Design frag_fb_writer_flat, sky130hd; sources not shown.
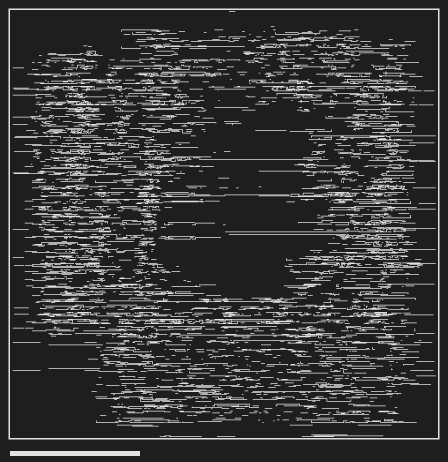
*Met1 routing*
The bar under the picture is 50 µm long.
1465 nets have wire on it. The layer holds 41% of the routed length. The wires run mostly horizontal. The layer carries 12500 µm of wire.
M1 GR Usage: 27.7%
DRT Wirelength: 30500 µm

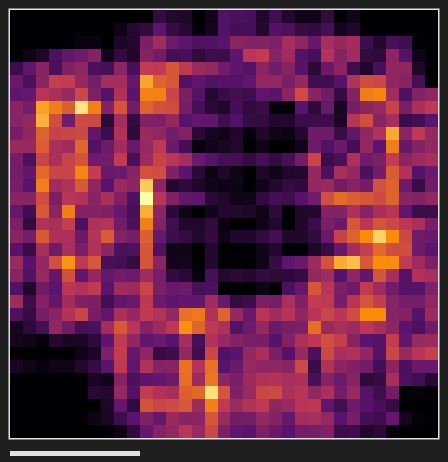
*Routed metal per tile*
The bar under the picture is 50 µm long. 33 x 33 tiles, from black (low) to pale yellow (high), scaled to the fullest tile. Values are wire area over tile area, all layers added.
12% of the tiles are nearly empty. The emptiest ninth of the die: middle. The fullest tile reaches 0.61. The mean over all tiles is 0.18. 15% of the tiles are over half the peak.
DR vias: 9443
gr usage total: 22.6%
routed len/inst: 17.8 µm

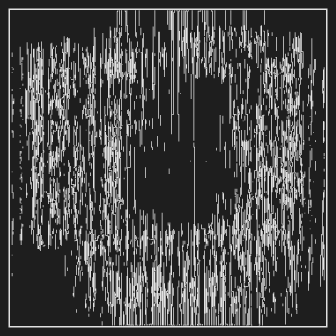
*Met2 routing*
The longest straight run is 67.7 µm. The layer carries 15500 µm of wire. The wires run mostly vertical. The layer holds 51% of the routed length. 1438 nets have wire on it.
grt met2 use: 40.5%

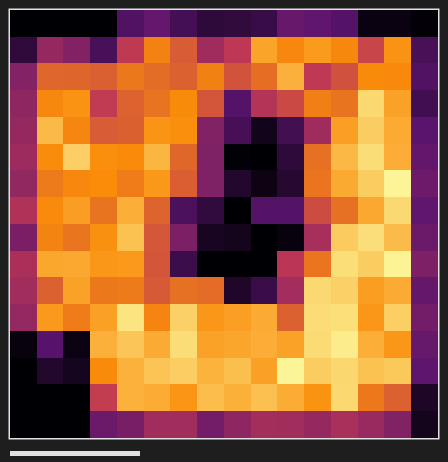
*Placement density heat map*
The bar under the picture is 50 µm long. 16 x 16 tiles, from black (low) to pale yellow (high), 0 to 100% covered.
The mean over all tiles is 54%. 34% of the tiles are over 75% full. The fullest tile reaches 98%. 7.4% of the tiles are nearly empty.
Core Util at FP: 48.9%
core area: 0.0235 mm²
Final Util: 64.1%

==> flow_summary.json <==
{
  "netlist_instances": 1123,
  "crit_family": "AND-OR/OR-AND gates",
  "logic_gate_count": 869,
  "ctsHoldBuffers": 0,
  "post-dp-hpwl_um": 23800,
  "clk_pin_slew_ns": 0.08,
  "grt_pass1_vias": 9817,
  "synth_flops": 196,
  "synth.cellmix.simpleShare_pct": 14.1,
  "top_cell_area_share_pct": 42.6,
  "final_net_count": 1708,
  "yosys_warnings": 0,
  "crit_buf_inv": 1,
  "viasPerCell": 5.51,
  "clock_area_share_pct": 4.06,
  "grt_max_degree": 116,
  "synth-async-reset-ratio_pct": 100,
  "num_antenna_cells": 0,
  "n_fill_cell": 1837,
  "min-delay-path-class": "reg2reg",
  "ff_count": 196,
  "finClkSkew_ns": 0.0192,
  "crit_fanout": 6,
  "n_tap_cell": 319,
  "seq_area_share_pct": 32.5,
  "drc_errors": 0,
  "chipArea_mm2": 0.0272,
  "drv_cap": 3,
  "mux_share_pct": 9.46,
  "arrival_ns": 10.09,
  "port_buffers": 264,
  "ir_drop_v": 0.0000799,
  "grt_pass1_wl_um": 49200,
  "antenna_found_initial": 0,
  "total_power_mw": 2.39,
  "worstRegToRegCells": 10,
  "top_cell": "dfrtp_1",
  "violations": "max-capacitance violations, max-slew violations",
  "die_h_um": 165,
  "clock_latency_ns": 0.43,
  "drv_slew": 166,
  "synth_seq_share_pct": 42.6,
  "netlist_area_mm2": 0.0115,
  "cp_slowest_stage_delay_ns": 0.49,
  "syn-num-nets": 1449,
  "numCtsBuffers": 17,
  "rsz0062_at_grt": "false",
  "tool_warnings": 125,
  "die_w_um": 165,
  "synth-edff-count": 0,
  "top_cells_by_area": "dfrtp_1, ha_1, mux2_2",
  "synth.cellmix.compoundShare_pct": 13.0,
  "syn_avg_cell_area_um2": 10.3,
  "drtPass1Iterations": 5,
  "cts_resized": 0,
  "nClkBuffers": 18,
  "drive_above_1_share_pct": 10.9,
  "cts_setup_buffers": 0,
  "largest_cell_class": "logic gates",
  "routabilityCongestion": 0.894,
  "p_leak_nw": 6.57,
  "slew_headroom_pct": -143,
  "hold_viol": 0,
  "layout-area-overhead-vs-synth_pct": 31.0,
  "grt-ovfl-total": 0,
  "fin_tns_setup_ns": 0,
  "comb_share_pct": 42.3,
  "seqCellArea_mm2": 0.00490,
  "antenna_left": 0,
  "period_minus_slack_ns": 9.79,
  "ys_types": 66,
  "critPathSlowestCell": "clkdlybuf4s50_1",
  "yosys.area.top_type": "dfrtp_1",
  "io_pins": 361,
  "buf_share_pct": 17.6,
  "worst_ep_required_time_ns": 14.20,
  "final-setup-viol-count": 0,
  "setup.worst_path.start_class": "input pin",
  "inv_count": 30,
  "end_kind": "flip-flop",
  "cts_max_level": 4,
  "r2r_slack_ns": 10.58,
  "power.density_mw_per_mm2": 159,
  "adder_share_pct": 10.6,
  "cts_tree": "done",
  "cts.sinks": 196,
  "num_rows": 56,
  "path_common_cell": "a21oi_1",
  "critical_path_depth": 26,
  "drtIter0Drc": 560,
  "worst_slew_pin_slew_ns": 3.65,
  "topCombFamilyByArea": "simple AND/OR/NAND/NOR gates",
  "ys_cells": 1123,
  "cts-root-buf": "clkbuf_16",
  "status": "complete, but fails checks",
  "min_period_over_period_pct": 70.4,
  "ys_area_mm2": 0.0115,
  "hold_depth": 2,
  "logic_area_mm2": 0.00639,
  "clk_path_buf_depth": 2,
  "synth-xor-area-share_pct": 8.25,
  "synthFlopType": "dfrtp_1",
  "fmax_ghz": 0.102,
  "nNonClkBuffers": 268,
  "top_cells_by_count": "dfrtp_1, nor2_1, mux2_2",
  "path_class": "in2reg"
}
[power by group]
| part | switching, mW | total [mW] | internal [mW] | leakage (nW) |
|---|---|---|---|---|
| Clock | 0.250 | 0.500 | 0.250 | 0.294 |
| Combinational | 0.618 | 1.14 | 0.524 | 3.81 |
| Sequential | 0.0663 | 0.752 | 0.686 | 2.46 |
| Total | 0.934 | 2.39 | 1.46 | 6.57 |
[cells in the final DEF (no fill, tap or decap), types with 5 or more instances in the layout]
cell / count
dfrtp_1: 196
clkdlybuf4s50_1: 182
nor2_1: 96
mux2_2: 95
ha_1: 93
nand2_1: 87
dlygate4sd3_1: 81
o21ai_0: 70
a21oi_1: 68
xor2_1: 55
xnor2_1: 51
nand3_1: 30
inv_1: 28
a21o_1: 26
or3_1: 17
clkbuf_16: 17
nand4_1: 16
nor4_1: 14
nor3_1: 12
o21a_1: 12
o21bai_1: 11
a211oi_1: 10
nor2b_1: 8
and3_1: 8
nand2b_1: 6
and4_1: 6
o31ai_1: 6
a31oi_1: 5
clkinv_8: 5
[layer usage]
layer / global-route usage (%) / share of wire [%] / up-vias
li1: - / - / 4540
met1: 27.7 / 41 / 4560
met2: 40.5 / 51 / 298
met3: 4.17 / 6.0 / 45
met4: 6.77 / 2.2 / 0
met5: 0 / 0 / -
[stage by stage]
step / utilization [%] / setup slack [ns] / cells / cell area [µm²] / hold slack [ns]
after floorplan: - / 1.48 / 1123 / 11500 / 0.435
after global placement: 61.5 / 3.87 / 1682 / 14500 / 0.448
after detailed placement: 61.5 / 3.74 / 1682 / 14500 / 0.471
after CTS: 64.1 / 4.17 / 1714 / 15100 / 0.489
after global routing: 64.1 / 3.66 / 1714 / 15100 / 0.500
final: 64.1 / 4.11 / 1714 / 15100 / 0.475
Power figures rest on the tool's default switching activity, not on a simulated workload.
